<file path="config.mk">
export PLATFORM = sky130hd
export DESIGN_NAME = rvfi_trace_buffer
export DESIGN_NICKNAME = d
export VERILOG_FILES = /design/src/rtl/rvfi_trace_buffer_pkg.sv /design/src/rtl/rvfi_trace_buffer_mem.sv /design/src/rtl/rvfi_trace_buffer.sv
export SDC_FILE = /design/constraint.sdc
export NUM_CORES = 2
export LEC_CHECK = 0
export ABC_AREA = 1
export CELL_PAD_IN_SITES_DETAIL_PLACEMENT = 1
export CELL_PAD_IN_SITES_GLOBAL_PLACEMENT = 2
export CORE_MARGIN = 5
export CORE_UTILIZATION = 38
export CTS_CLUSTER_SIZE = 40
export DETAILED_ROUTE_END_ITERATION = 8
export GPL_ROUTABILITY_DRIVEN = 0
export PLACE_DENSITY = 0.85
export SETUP_SLACK_MARGIN = 0.5
export SLEW_MARGIN = 10
export SYNTH_ARGS = -nofsm -noshare
export SYNTH_HDL_FRONTEND = slang
export SYNTH_HIERARCHICAL = 1
export SYNTH_SLANG_ARGS = --single-unit
</file>
<file path="constraint.sdc">
create_clock -name CLK -period 16.6 [get_ports CLK]
set_clock_uncertainty 0.2 [all_clocks]
set_input_delay 4.15 -clock CLK [delete_from_list [all_inputs] [get_ports CLK]]
set_output_delay 4.15 -clock CLK [all_outputs]
set_load 0.005 [all_outputs]
</file>
<file path="src/rtl/rvfi_trace_buffer_pkg.sv">
// Record layout helpers and shared types for the RVFI trace capture buffer.
// Fields are packed LSB-first: order, insn, pc_rdata, pc_wdata, rd_addr, rd_wdata, mem_addr, mem_wmask.
package rvfi_trace_pkg;

    typedef enum logic {TB_STOP = 1'b0, TB_WRAP = 1'b1} tb_mode_e;

    function automatic int rec_w(input int xlen);
        return 64 + 32 + 4 * xlen + 5 + xlen / 8;
    endfunction

    function automatic int off_order(input int xlen);
        return 0 * xlen;
    endfunction
    function automatic int off_insn(input int xlen);
        return 64 + 0 * xlen;
    endfunction
    function automatic int off_pc_r(input int xlen);
        return 96 + 0 * xlen;
    endfunction
    function automatic int off_pc_w(input int xlen);
        return 96 + xlen;
    endfunction
    function automatic int off_rd_addr(input int xlen);
        return 96 + 2 * xlen;
    endfunction
    function automatic int off_rd_wdata(input int xlen);
        return 101 + 2 * xlen;
    endfunction
    function automatic int off_mem_addr(input int xlen);
        return 101 + 3 * xlen;
    endfunction
    function automatic int off_mem_wmask(input int xlen);
        return 101 + 4 * xlen;
    endfunction

    localparam int REC_W_MAX = 64 + 32 + 4 * 64 + 5 + 8;

    typedef struct packed {
        logic [63:0] order;
        logic [31:0] insn;
        logic [63:0] pc_rdata;
        logic [63:0] pc_wdata;
        logic [4:0]  rd_addr;
        logic [63:0] rd_wdata;
        logic [63:0] mem_addr;
        logic [7:0]  mem_wmask;
    } trace_rec_t;

    function automatic logic [63:0] xlen_mask(input int xlen);
        return (xlen == 64) ? 64'hFFFF_FFFF_FFFF_FFFF : 64'h0000_0000_FFFF_FFFF;
    endfunction

    function automatic logic [7:0] wmask_mask(input int xlen);
        return (xlen == 64) ? 8'hFF : 8'h0F;
    endfunction

    function automatic logic [REC_W_MAX-1:0] pack_rec(input int xlen, input trace_rec_t r);
        logic [REC_W_MAX-1:0] v;
        logic [63:0]          m;
        m = xlen_mask(xlen);
        v = '0;
        v = v | (REC_W_MAX'(r.order) << off_order(xlen));
        v = v | (REC_W_MAX'(r.insn) << off_insn(xlen));
        v = v | (REC_W_MAX'(r.pc_rdata & m) << off_pc_r(xlen));
        v = v | (REC_W_MAX'(r.pc_wdata & m) << off_pc_w(xlen));
        v = v | (REC_W_MAX'(r.rd_addr) << off_rd_addr(xlen));
        v = v | (REC_W_MAX'(r.rd_wdata & m) << off_rd_wdata(xlen));
        v = v | (REC_W_MAX'(r.mem_addr & m) << off_mem_addr(xlen));
        v = v | (REC_W_MAX'(r.mem_wmask & wmask_mask(xlen)) << off_mem_wmask(xlen));
        return v;
    endfunction

    function automatic trace_rec_t unpack_rec(input int xlen, input logic [REC_W_MAX-1:0] v);
        trace_rec_t           r;
        logic [REC_W_MAX-1:0] t;
        logic [63:0]          m;
        m           = xlen_mask(xlen);
        t           = v >> off_order(xlen);
        r.order     = t[63:0];
        t           = v >> off_insn(xlen);
        r.insn      = t[31:0];
        t           = v >> off_pc_r(xlen);
        r.pc_rdata  = t[63:0] & m;
        t           = v >> off_pc_w(xlen);
        r.pc_wdata  = t[63:0] & m;
        t           = v >> off_rd_addr(xlen);
        r.rd_addr   = t[4:0];
        t           = v >> off_rd_wdata(xlen);
        r.rd_wdata  = t[63:0] & m;
        t           = v >> off_mem_addr(xlen);
        r.mem_addr  = t[63:0] & m;
        t           = v >> off_mem_wmask(xlen);
        r.mem_wmask = t[7:0] & wmask_mask(xlen);
        return r;
    endfunction

endpackage

</file>
<file path="src/rtl/rvfi_trace_buffer_mem.sv">
// Storage array for the trace FIFO: one synchronous write port, one asynchronous read port.
module trace_fifo_mem #(
    parameter int W     = 8,
    parameter int DEPTH = 4,
    localparam int AW   = $clog2(DEPTH)
) (
    input  logic          clk,
    input  logic          we,
    input  logic [AW-1:0] wr_addr,
    input  logic [W-1:0]  wr_data,
    input  logic [AW-1:0] rd_addr,
    output logic [W-1:0]  rd_data
);

    logic [W-1:0] mem_r [DEPTH];

    // Record write
    always_ff @(posedge clk) begin
        if (we) begin
            mem_r[wr_addr] <= wr_data;
        end
    end

    assign rd_data = mem_r[rd_addr];

endmodule

</file>
<file path="src/rtl/rvfi_trace_buffer.sv">
// RVFI retirement capture FIFO with stop-on-full / overwrite-oldest modes and drop accounting.
// Optional macro ORDER_CHECK_EN enables the sticky retirement-order discontinuity flag.
module rvfi_trace_buffer
    import rvfi_trace_pkg::*;
#(
    parameter int  XLEN  = 32,
    parameter int  DEPTH = 16,
    parameter int  CNT_W = 16,
    localparam int REC_W = rec_w(XLEN),
    localparam int CW    = $clog2(DEPTH + 1)
) (
    input  logic                CLK,
    input  logic                Reset,
    input  logic                clear,
    input  logic                capture_en,
    input  logic                wrap_mode,
    input  logic                in_valid,
    input  logic [63:0]         in_order,
    input  logic [XLEN-1:0]     in_pc_rdata,
    input  logic [XLEN-1:0]     in_pc_wdata,
    input  logic [31:0]         in_insn,
    input  logic [4:0]          in_rd_addr,
    input  logic [XLEN-1:0]     in_rd_wdata,
    input  logic [XLEN-1:0]     in_mem_addr,
    input  logic [XLEN/8-1:0]   in_mem_wmask,
    output logic                out_valid,
    input  logic                out_ready,
    output logic [REC_W-1:0]    out_rec,
    output logic [CW-1:0]       count,
    output logic                overflow,
    output logic [CNT_W-1:0]    drop_count,
    output logic                order_err
);

    localparam int PW = $clog2(DEPTH);

    logic [PW-1:0]    wr_ptr_r, rd_ptr_r, wr_ptr_nx_s, rd_ptr_nx_s;
    logic [CW-1:0]    count_r, count_nx_s;
    logic             out_valid_r, overflow_r;
    logic [CNT_W-1:0] drop_count_r;
    logic             push_s, pop_s, full_s, we_s, drop_s, mem_we_s;
    logic [REC_W-1:0] wr_rec_s;
    tb_mode_e         mode_s;

    function automatic logic [PW-1:0] ptr_adv(input logic [PW-1:0] p);
        return (p == PW'(DEPTH - 1)) ? {PW{1'b0}} : p + PW'(1);
    endfunction

    assign mode_s   = tb_mode_e'(wrap_mode);
    assign push_s   = in_valid & capture_en;
    assign pop_s    = out_valid_r & out_ready;
    assign full_s   = (count_r == CW'(DEPTH));
    assign wr_rec_s = {in_mem_wmask, in_mem_addr, in_rd_wdata, in_rd_addr,
                       in_pc_wdata, in_pc_rdata, in_insn, in_order};
    assign mem_we_s = we_s & ~Reset & ~clear;

    // Next pointer/count and drop decision for the current push/pop combination
    always_comb begin
        we_s        = 1'b0;
        drop_s      = 1'b0;
        wr_ptr_nx_s = wr_ptr_r;
        rd_ptr_nx_s = rd_ptr_r;
        count_nx_s  = count_r;
        if (push_s && (!full_s || pop_s)) begin
            we_s        = 1'b1;
            wr_ptr_nx_s = ptr_adv(wr_ptr_r);
            if (pop_s) begin
                rd_ptr_nx_s = ptr_adv(rd_ptr_r);
            end else begin
                count_nx_s = count_r + CW'(1);
            end
        end else if (push_s) begin
            drop_s = 1'b1;
            // Full with no pop: overwrite the oldest entry or discard the new one
            if (mode_s == TB_WRAP) begin
                we_s        = 1'b1;
                wr_ptr_nx_s = ptr_adv(wr_ptr_r);
                rd_ptr_nx_s = ptr_adv(rd_ptr_r);
            end else begin
                we_s = 1'b0;
            end
        end else if (pop_s) begin
            rd_ptr_nx_s = ptr_adv(rd_ptr_r);
            count_nx_s  = count_r - CW'(1);
        end else begin
            we_s = 1'b0;
        end
    end

    // Pointer, occupancy and loss-accounting registers
    always_ff @(posedge CLK) begin
        if (Reset || clear) begin
            wr_ptr_r     <= '0;
            rd_ptr_r     <= '0;
            count_r      <= '0;
            out_valid_r  <= 1'b0;
            overflow_r   <= 1'b0;
            drop_count_r <= '0;
        end else begin
            wr_ptr_r    <= wr_ptr_nx_s;
            rd_ptr_r    <= rd_ptr_nx_s;
            count_r     <= count_nx_s;
            out_valid_r <= (count_nx_s != '0);
            if (drop_s) begin
                overflow_r <= 1'b1;
                if (drop_count_r != {CNT_W{1'b1}}) begin
                    drop_count_r <= drop_count_r + CNT_W'(1);
                end
            end
        end
    end

    trace_fifo_mem #(
        .W     (REC_W),
        .DEPTH (DEPTH)
    ) u_mem (
        .clk     (CLK),
        .we      (mem_we_s),
        .wr_addr (wr_ptr_r),
        .wr_data (wr_rec_s),
        .rd_addr (rd_ptr_r),
        .rd_data (out_rec)
    );

`ifdef ORDER_CHECK_EN
    logic [63:0] last_order_r;
    logic        have_base_r, order_err_r;

    // Retirement-order continuity tracking, independent of capture_en
    always_ff @(posedge CLK) begin
        if (Reset || clear) begin
            last_order_r <= 64'd0;
            have_base_r  <= 1'b0;
            order_err_r  <= 1'b0;
        end else if (in_valid) begin
            last_order_r <= in_order;
            have_base_r  <= 1'b1;
            if (have_base_r && (in_order != last_order_r + 64'd1)) begin
                order_err_r <= 1'b1;
            end
        end
    end

    assign order_err = order_err_r;
`else
    assign order_err = 1'b0;
`endif

    assign out_valid  = out_valid_r;
    assign count      = count_r;
    assign overflow   = overflow_r;
    assign drop_count = drop_count_r;

endmodule
</file>
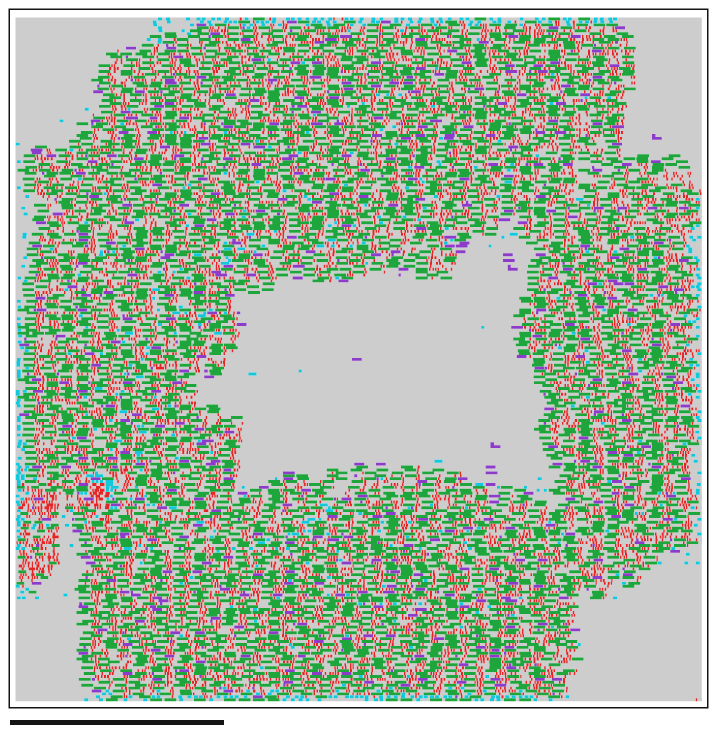
*Placed cells, one colour a class*
Scale bar: 200 um. Fill, decap, tap and diode cells in grey.
- remaining buffers and delay cells: cyan (cells 654; share of their area 3.9%)
- registers: green (cells 3759; share of their area 66%)
- clock drivers and dummy loads: purple (cells 737; share of their area 7.3%)
- remaining logic cells: red (cells 9619; share of their area 23%)
core area: 0.410 mm2
Finished Cell Area: 0.179 mm2
Layout Utilization: 0.436
Seq/total area: 0.630

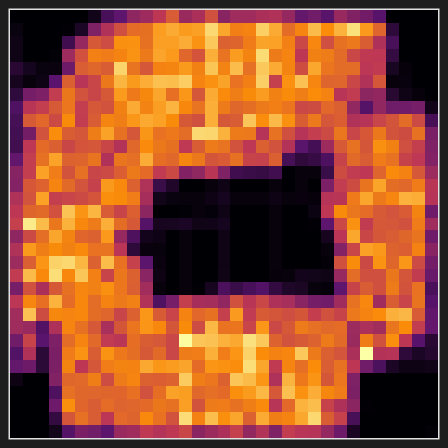
*Wiring heat map*
33 x 33 tiles, from black (low) to pale yellow (high), scaled to the fullest tile. Values are wire area over tile area, all layers added.
- nearly empty tiles: 16%
- tiles over half the peak: 60%
- mean over tiles: 0.18
vias: 105000
Post-Route WL: 472 mm
All-Layer GR Usage: 0.216

[area by class of cell]
class	count	area, um2
diodes	35	87.6
clock buffers	523	10800
clock inverters	214	1820
fillers	44000	231000
inverters	1576	5960
multi-input cells	8043	34000
flip-flops and latches	3759	113000
well taps	5451	6820
repair buffers	654	6640
[cell usage in the layout (no fill, tap or decap), drive strengths merged, types with 31 or more instances in the layout]
cell type and count:
nor2 59, nand3 2698, edfxtp 3728, diode 35
clkbuf 523, or2 44, inv 1590, nand2 5183
clkinv 176, dfxtp 31, buf 159, clkdlybuf4s50 495
[cells by family (layout without fill, tap and decap cells)]
family                     Yosys count  in the layout  share of synthesized area
AOI/OAI and AO/OA                   28             28                    0.00104
other                                1             36                  0.0000240
and+or+nand+nor                   8004           8004                      0.215
DFF                               3759           3759                      0.719
adders and majority gates            5              5                   0.000400
xor gates and xnor gates             5              5                   0.000280
buffers and inverters             2357           2967                     0.0642
[worst paths after layout]
path,start,to,slack (ns),cells past startpoint
max,rd_ptr_r[0],out_rec[79],5.53,10
min,overflow,overflow,0.29,2
max reg2reg,count[0],u_mem/mem_r[5][118],11.08,12
min reg2reg,overflow,overflow,0.29,2
[sequential cells by signal (all words and copies together) (netlist names)]
| signal | flops |
|---|---|
| drop_count | 16 |
| rd_ptr_r | 4 |
| count | 5 |
| wr_ptr_r | 4 |
| out_valid | 1 |
| overflow | 1 |
| u_mem/mem_r | 3728 |
[worst max-delay path, delay by kind of cell, from the launching register on]
family | cells | cell delay, ns
and+or+nand+nor | 5 | 0.66
buffers and inverters | 5 | 3.73
DFF | 1 | 0.96
[routing by layer]
metal / global-route usage / part of all wire / vias to the layer above
li1: - / - / 47700
met1: 0.280 / 0.42 / 54300
met4: 0.0667 / 0.030 / 38
met2: 0.375 / 0.49 / 2598
met3: 0.0310 / 0.051 / 746
met5: 0 / 0.00055 / -
[metrics by stage]
stage	hold slack, ns	cell area [um2]	power, uW	std cells	util
3_3_place_gp	0.258	166000	11200	19500	0.405
3_5_place_dp	0.268	166000	11200	19500	0.405
5_1_grt	0.322	179000	20400	20200	0.436
2_1_floorplan	0.265	157000	10900	14200	-
4_1_cts	0.293	179000	19900	20200	0.435
6_report	0.290	179000	19700	20300	0.436
[power breakdown]
| part | internal (uW) | total [uW] | switching (uW) |
|---|---|---|---|
| logic | 185 | 587 | 401 |
| registers | 10400 | 10500 | 6.09 |
| clock network | 4870 | 8670 | 3810 |
| total | 15500 | 19700 | 4220 |
==> results.sh <==
# flow metrics
export IMPL_dieArea_mm2=0.425
export IMPL_drt_iter0_drc=8369
export IMPL_cts_hold_buffers=0
export IMPL_worst_slew_margin_rel=0.164
export IMPL_power_density_mw_per_mm2=110
export IMPL_cp_cell_sequence="buf_4 -> buf_12 -> buf_4 -> buf_4 -> or2_2 -> nand3_1 -> nand3_1 -> nand3_1 -> nand2_1 -> clkdlybuf4s50_1"
export IMPL_synth_flops=3759
export IMPL_cts_tree="yes"
export IMPL_hp_class="reg -> reg"
export IMPL_tool_warnings=87
export IMPL_fin_nets=14700
export IMPL_io_pins=497
export IMPL_grt_pass1_vias=111000
export IMPL_cts_resized_gates=0
export IMPL_arrival_ns=6.72
export IMPL_fp_util=0.382
export IMPL_htree_levels=5
export IMPL_cts_sinks=3759
export IMPL_outcome="finished clean"
export IMPL_synthTopCellsByArea="edfxtp_1 (72%), nand2_1 (12%), nand3_1 (8.6%), inv_1 (3.8%), buf_2 (1.5%)"
export IMPL_wire_per_inst_um=23.3
export IMPL_antenna_found_initial=85
export IMPL_ys_seq_frac=0.719
export IMPL_grt_max_degree=220
export IMPL_drt_first_pass_iters=5
export IMPL_place_port_buffers=495
export IMPL_end_kind="primary output"
export IMPL_avgSynthCellArea_um2=11.1
export IMPL_clockBufferDepth=4
export IMPL_gr_total_overflow=0
export IMPL_yosys_area_mm2=0.157
export IMPL_top_area_frac=0.715
export IMPL_fin_setup_tns_ns=0
export IMPL_drv_slew=0
export IMPL_numCtsBuffers=410
export IMPL_tightest_slew_ns=1.25
export IMPL_drive_above_1_share=0.0523
export IMPL_syn_nets=14400
export IMPL_clock_latency_ns=0.97
export IMPL_yosysMostFrequentCell="nand2_1"
export IMPL_criticalPathCategory="reg -> out"
export IMPL_dp_slack_ns=6.59
export IMPL_ir_drop_mv=0.0946
export IMPL_critPathMaxFanout=171
export IMPL_drv_cap=0
export IMPL_rsz0062_at_grt="no"
export IMPL_die_y_um=652
export IMPL_yosysWarningCount=6
export IMPL_setup_viol=0
export IMPL_ys_async_sr_fraction=0
export IMPL_max_clock_freq_mhz=90.3
export IMPL_top_cells_by_count="nand2_1 (5179), edfxtp_1 (3728), nand3_1 (2697)"
export IMPL_syn_inst=14200
export IMPL_yosys_stat_cells=14200
export IMPL_worst_slack_ns=5.53
export IMPL_areaGrowthSynthToFinish_pct=14.2
export IMPL_critPathRequiredTime_ns=12.25
export IMPL_num_rows=235
export IMPL_clkTransAtPathRegs_ns=0.06
export IMPL_synth_main_ff_cell="edfxtp_1"
export IMPL_cts_setup_buffers=0
export IMPL_yosysTopAreaCell="edfxtp_1"
export IMPL_critPathLaunchType="flop"
export IMPL_die_w_um=652
export IMPL_leakage_uw=0.0692
export IMPL_slowest_stage="dfxtp_4"
export IMPL_hold_viol_final=0
export IMPL_final_min_clock_period_ns=11.07
export IMPL_cts_root_buf="clkbuf_16"
export IMPL_grt_pass1_wl_mm=702
export IMPL_edf_count=3728
export IMPL_cpPeakStageDelay_ns=0.96
export IMPL_antenna_left=0
export IMPL_netlist_area_mm2=0.157
export IMPL_place_hpwl_mm=237
export IMPL_final_period_utilization=0.667
export IMPL_ys_types=35
export IMPL_drc_errors=0
export IMPL_avgViaCountPerCell=5.20
Power and IR drop assume default switching activity.
